[config.mk]
export PLATFORM = sky130hd
export DESIGN_NAME = shift_add_multiplier
export DESIGN_NICKNAME = d
export VERILOG_FILES = /design/src/rtl/shift_add_multiplier_pkg.sv /design/src/rtl/mul_dp.sv /design/src/rtl/shift_add_multiplier.sv
export SDC_FILE = /design/constraint.sdc
export NUM_CORES = 1
export LEC_CHECK = 0
export CORE_ASPECT_RATIO = 1.25
export CORE_MARGIN = 2
export CORE_UTILIZATION = 30
export CTS_BUF_LIST = sky130_fd_sc_hd__clkbuf_8 sky130_fd_sc_hd__clkbuf_16
export DETAILED_ROUTE_END_ITERATION = 10
export PLACE_DENSITY = 0.56
export RECOVER_POWER = 100
export SETUP_SLACK_MARGIN = 0.1
export SKIP_CTS_REPAIR_TIMING = 1
export SLEW_MARGIN = 20
export SYNTH_ARGS = -nofsm -noshare
export SYNTH_HDL_FRONTEND = slang
export SYNTH_SLANG_ARGS = --single-unit
export TNS_END_PERCENT = 20
[constraint.sdc]
create_clock -name clk -period 3.8 [get_ports clk]
set_clock_uncertainty 0.1 [all_clocks]
set_input_delay 0.38 -clock clk [delete_from_list [all_inputs] [get_ports clk]]
set_output_delay 0.38 -clock clk [all_outputs]
set_load 0.01 [all_outputs]
[src/rtl/shift_add_multiplier_pkg.sv]
// Shared definitions for the shift-and-add multiplier and its repeated-subtraction divider sibling.
package shift_add_multiplier_pkg;

  localparam int unsigned N_DEFAULT = 8;

  typedef enum logic [1:0] {
    IDLE = 2'd0,
    CALC = 2'd1,
    DONE = 2'd2
  } state_e;

endpackage

[src/rtl/mul_dp.sv]
// Multiplier datapath: shifted multiplicand, shifted multiplier and 2N-bit accumulator.
module mul_dp
  import shift_add_multiplier_pkg::*;
#(
  parameter int unsigned N = N_DEFAULT
) (
  input  logic           clk,
  input  logic           reset,
  input  logic           load,
  input  logic           step,
  input  logic [N-1:0]   in1,
  input  logic [N-1:0]   in2,
  output logic           b_zero,
  output logic [2*N-1:0] p
);

  logic [2*N-1:0] a_q, a_d;
  logic [N-1:0]   b_q, b_d;
  logic [2*N-1:0] p_q, p_d;

  always_comb begin
    a_d = a_q;
    b_d = b_q;
    p_d = p_q;
    if (load) begin
      a_d = {{N{1'b0}}, in1};
      b_d = in2;
      p_d = '0;
    end else if (step) begin
      // a is 2N wide, so the product always fits and the carry out can be dropped
      p_d = p_q + (b_q[0] ? a_q : '0);
      a_d = a_q << 1;
      b_d = b_q >> 1;
    end
  end

  always_ff @(posedge clk or negedge reset) begin
    if (!reset) begin
      a_q <= '0;
      b_q <= '0;
      p_q <= '0;
    end else begin
      a_q <= a_d;
      b_q <= b_d;
      p_q <= p_d;
    end
  end

  assign b_zero = (b_q == '0);
  assign p      = p_q;

endmodule

[src/rtl/shift_add_multiplier.sv]
// Sequential unsigned shift-and-add multiplier with start/_end handshake and early termination.
module shift_add_multiplier
  import shift_add_multiplier_pkg::*;
#(
  parameter int unsigned N = N_DEFAULT
) (
  input  logic           clk,
  input  logic           reset,
  input  logic           start,
  input  logic [N-1:0]   in1,
  input  logic [N-1:0]   in2,
  output logic [2*N-1:0] product,
  output logic           _end
);

  state_e state_q, state_d;
  logic   load, step, b_zero;

  always_ff @(posedge clk or negedge reset) begin
    if (!reset) begin
      state_q <= IDLE;
    end else begin
      state_q <= state_d;
    end
  end

  always_comb begin
    state_d = state_q;
    unique case (state_q)
      IDLE:    if (start) state_d = CALC;
      CALC:    if (b_zero) state_d = DONE;
      DONE:    if (start) state_d = CALC;
      default: state_d = IDLE;
    endcase
  end

  always_comb begin
    load = 1'b0;
    step = 1'b0;
    _end = 1'b0;
    unique case (state_q)
      IDLE: load = start;
      CALC: step = !b_zero;
      DONE: begin
        load = start;
        _end = 1'b1;
      end
      default: ;
    endcase
  end

  mul_dp #(
    .N(N)
  ) u_dp (
    .clk   (clk),
    .reset (reset),
    .load  (load),
    .step  (step),
    .in1   (in1),
    .in2   (in2),
    .b_zero(b_zero),
    .p     (product)
  );

endmodule
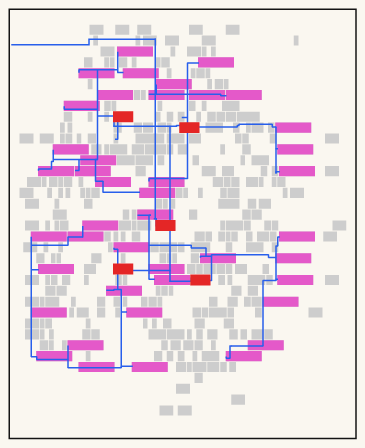
(routed clock nets over the placement)
(4 px per um)
- flip-flops: magenta (count 42)
- clock-net drivers: red (count 5)
- clock wires: blue (length 599 um)
- routed clock nets: 6
Clock Power: 0.298 mW
clk latency late pin: 0.29 ns
Clk pwr share: 11.7%

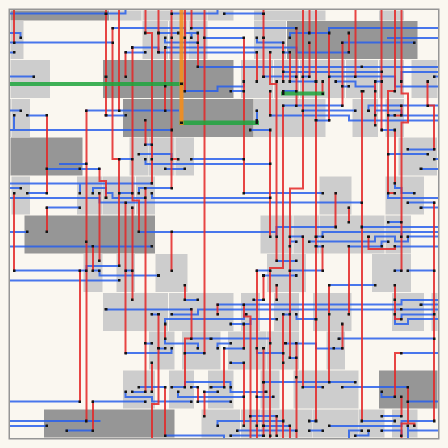
(layout detail)
Window x 28 to 58, y 17 to 47 um. Cells in grey, sequential cells in the stronger grey; small squares are vias.
- M1: blue
- M2: red
- M4: orange
- M3: green
- cells with their middle in the window: 63
- most frequent: nand2_1 (10), a21oi_1 (7), dfrtp_1 (6)
- sequential cells in the window: 6
- netlist names of flops here include: u_dp.a_q (4), u_dp.p (2)

==> Changelog: implementation <==
### Changed

- Main flop type: dfrtp_1
- Part of the power in combinational logic: 55.3%
- Failing checks: capacitance limit, slew limit
- Slowest stage delay, CP: 0.58 ns
- Hold Slack: 0.424 ns
- Floorplan Nets: 334
- Layout Nets: 366
- Worst path cell trace: and2_0 > ha_1 > fa_1 > a21o_1 > and4_2 > o2111ai_2 > a211oi_1 > or3_1 > a31o_1
- Net Sw Power: 1.13 mW
- Mux share: 0.787%
- CP delay by family, top: simple AND/OR/NAND/NOR gates
- Post-route cell area: 3070 um^2
- Area fraction in xor and xnor cells: 3.10%
- Die ar.: 9230 um^2
- Total clock sinks: 42
- Clk slew on worst S/H paths: 0.08 ns
- Final Hold Vio Count: 0
- Leakage Power: 1.40 nW
- DP HPWL: 4180 um
- Via/cell ratio: 5.10
- Htree depth: 2
- PD cells: 829 nW/um^2
- Crit path time final: 3.03 ns
- Die y size: 107 um
- Syn_area_per_cell: 8.50 um^2
- Crit. End Element: flip-flop
- Type of the worst min-delay path: reg -> reg
- Number of enable flip-flop cells: 0
- Chip area in the Yosys report: 2540 um^2
- Fraction of layout cells with a size suffix above 1: 4.52%
- Synth-to-Final Area Change: 20.6%
- CP max FO: 18
- Row cnt: 37
- DP Worst Slack: 0.795 ns
- Overall power: 2.54 mW
- CP Class: reg -> reg
- Tcrit/Tclk final: 79.7%
- Status: complete, but fails checks
- PortBufs: 35
- # Cells Yosys: 299
- IO Pins: 36
- CTS tree: done
- Critical Path AT: 3.12 ns
- Core Util, Final: 37.2%
- Unique cell types: 39
- Max-Cap Viols: 2
- Initial antenna violation count: 0
- Worst-Margin Slew: 2.28 ns
- WP buf/inv: 0
- Final setup vio count: 0
- Reg power frac: 33.0%
- Post-DP Area: 2980 um^2
- Fin cells: 429
- Placed insts: 421
- Pre-antenna DRT Iters: 4
- Antenna-violating nets left: 0
- DRC: 0
- Max Freq: 330 MHz
- Critical Path Slowest Stage Cell: dfrtp_1
- Synth flops: 42
- Synth Area in Compound Gates: 20.9%
- Top logic family: simple AND/OR/NAND/NOR gates
- Final WS setup: 0.771 ns
- Largest net degree at the start of global routing: 43
- Synth Seq Share: 41.3%
- Diode count: 0
- FP Core Util: 30.9%
- Switching share of power: 44.5%
- Mapped Area: 2540 um^2
- Grt ovf: 0
- Total negative slack: 0 ns
- VDD IR max: 0.349 mV
- RSZ-0062 raised after global routing: no
- Root Buffer: clkbuf_8
- First-pass GRT wire length: 10,200 um
- OpenROAD warnings: 26
- Number of CTS-inserted buffers: 5
- Final slew viol count: 81
- Clock buffer depth: 2
- Async SR Flop Fraction: 100%
- Vias in the first global route: 2,112
- Fa+ha+maj area frac: 8.17%
- Yosys warning tally: 0
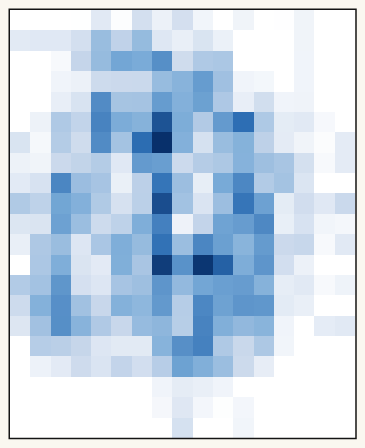
(wire density map)
(4 px per um) The die is cut into 17 by 21 equal tiles; white is low, dark blue is high, scaled to the fullest tile. Values are wire area over tile area, all layers added.
- nearly empty tiles: 26%
- tiles over half the peak: 15%
- mean over tiles: 0.098
- densest ninth of the die: middle
Detailed Route WL: 5870 um
global router's overall resource usage: 13.9%
DR WL/cell: 13.7 um
vias post-DR: 2,187

==> Yosys cell counts, types with 2 or more instances <==
cell type	count	share of area, %
a211oi_1	4	1.2
a21o_1	7	2.1
a21oi_1	23	4.5
a31o_1	3	1.0
a31oi_1	15	3.7
and2_1	16	3.9
and3_1	4	0.98
buf_1	3	0.44
buf_2	3	0.59
clkbuf_1	8	1.2
dfrtp_1	42	41
ha_1	15	7.4
inv_1	4	0.59
mux2i_1	2	0.79
nand2_1	61	9.0
nand2b_1	2	0.49
nand3_1	15	3.0
nor2_1	22	3.2
nor2b_1	2	0.49
nor4_1	2	0.49
o211ai_1	2	0.59
o21a_1	3	0.89
o21ai_0	16	3.1
o21bai_1	2	0.59
or3_1	2	0.49
xnor2_1	5	1.7
xor2_1	4	1.4
==> sequential cells by signal (all words and copies together) (netlist names) <==
signal,cells
u_dp.b_q,8
state_q,2
u_dp.p,16
u_dp.a_q,16
==> per-layer routing <==
metal	global-route usage, %	up-vias	part of all wire (%)
li1	-	1110	-
met1	18.4	1041	47
met2	22.6	30	49
met3	2.77	6	2.9
met4	4.35	0	1.4
met5	0	-	0
==> area by class of cell <==
class,count,area (um^2)
fillers,875,5170
well taps,97,121
multi-input cells,239,1420
flip-flops and latches,42,1050
inverters,4,15.0
clock inverters,2,8.76
clock buffers,6,82.6
repair buffers,39,367
==> power by group through the flow <==
stage          registers (mW)  clock network, mW  logic (mW)
6_report                0.837              0.298        1.40
5_1_grt                 0.876              0.331        1.60
4_1_cts                 0.846              0.311        1.45
3_5_place_dp            0.855                  0        1.45
3_3_place_gp            0.852                  0        1.43
2_1_floorplan           0.820                  0        1.03
==> worst paths after layout <==
path                              startpoint      endpoint  slack, ns  depth (start not counted)
min in group asynchronous              reset   u_dp.a_q[6]       0.66                          1
max in group asynchronous              reset     u_dp.p[2]       1.65                          1
worst max-delay path             u_dp.b_q[0]    u_dp.p[12]       0.77                          9
worst min-delay path            u_dp.a_q[15]  u_dp.a_q[15]       0.42                          2
worst min register to register  u_dp.a_q[15]  u_dp.a_q[15]       0.42                          2
worst max register to register   u_dp.b_q[0]    u_dp.p[12]       0.77                          9
==> cells by family after synthesis <==
family                   Yosys count
AND-OR/OR-AND                     83
flip-flops                        42
adder cells (fa/ha/maj)           16
multiplexers                       2
XOR/XNOR                           9
buffers and inverters             18
AND/OR/NAND/NOR                  129
==> layout by cell type (no fill, tap or decap), drive strengths merged, types with 2 or more instances in the layout <==
cell            n
o211ai          2
o21bai          2
dfrtp          42
dlygate4sd3    18
nand3          15
a21oi          24
nor2b           2
ha             15
a211oi          4
xor2            4
nor4            2
a31o            3
nor2           22
and3            4
and2           16
o21a            3
inv             5
or3             2
clkdlybuf4s50  16
nand2          61
clkbuf          9
o21ai          16
buf             2
a21o            8
mux2i           2
a31oi          15
nand2b          2
xnor2           5
==> worst register-to-register path, cell delays in order (launching register included) <==
cell and delay [ns]:
dfrtp_1 0.58, and2_0 0.27, ha_1 0.22, fa_1 0.41, a21o_1 0.21, and4_2 0.25
o2111ai_2 0.23, a211oi_1 0.13, or3_1 0.32, a31o_1 0.22
Power is estimated from default activity; no workload was simulated.
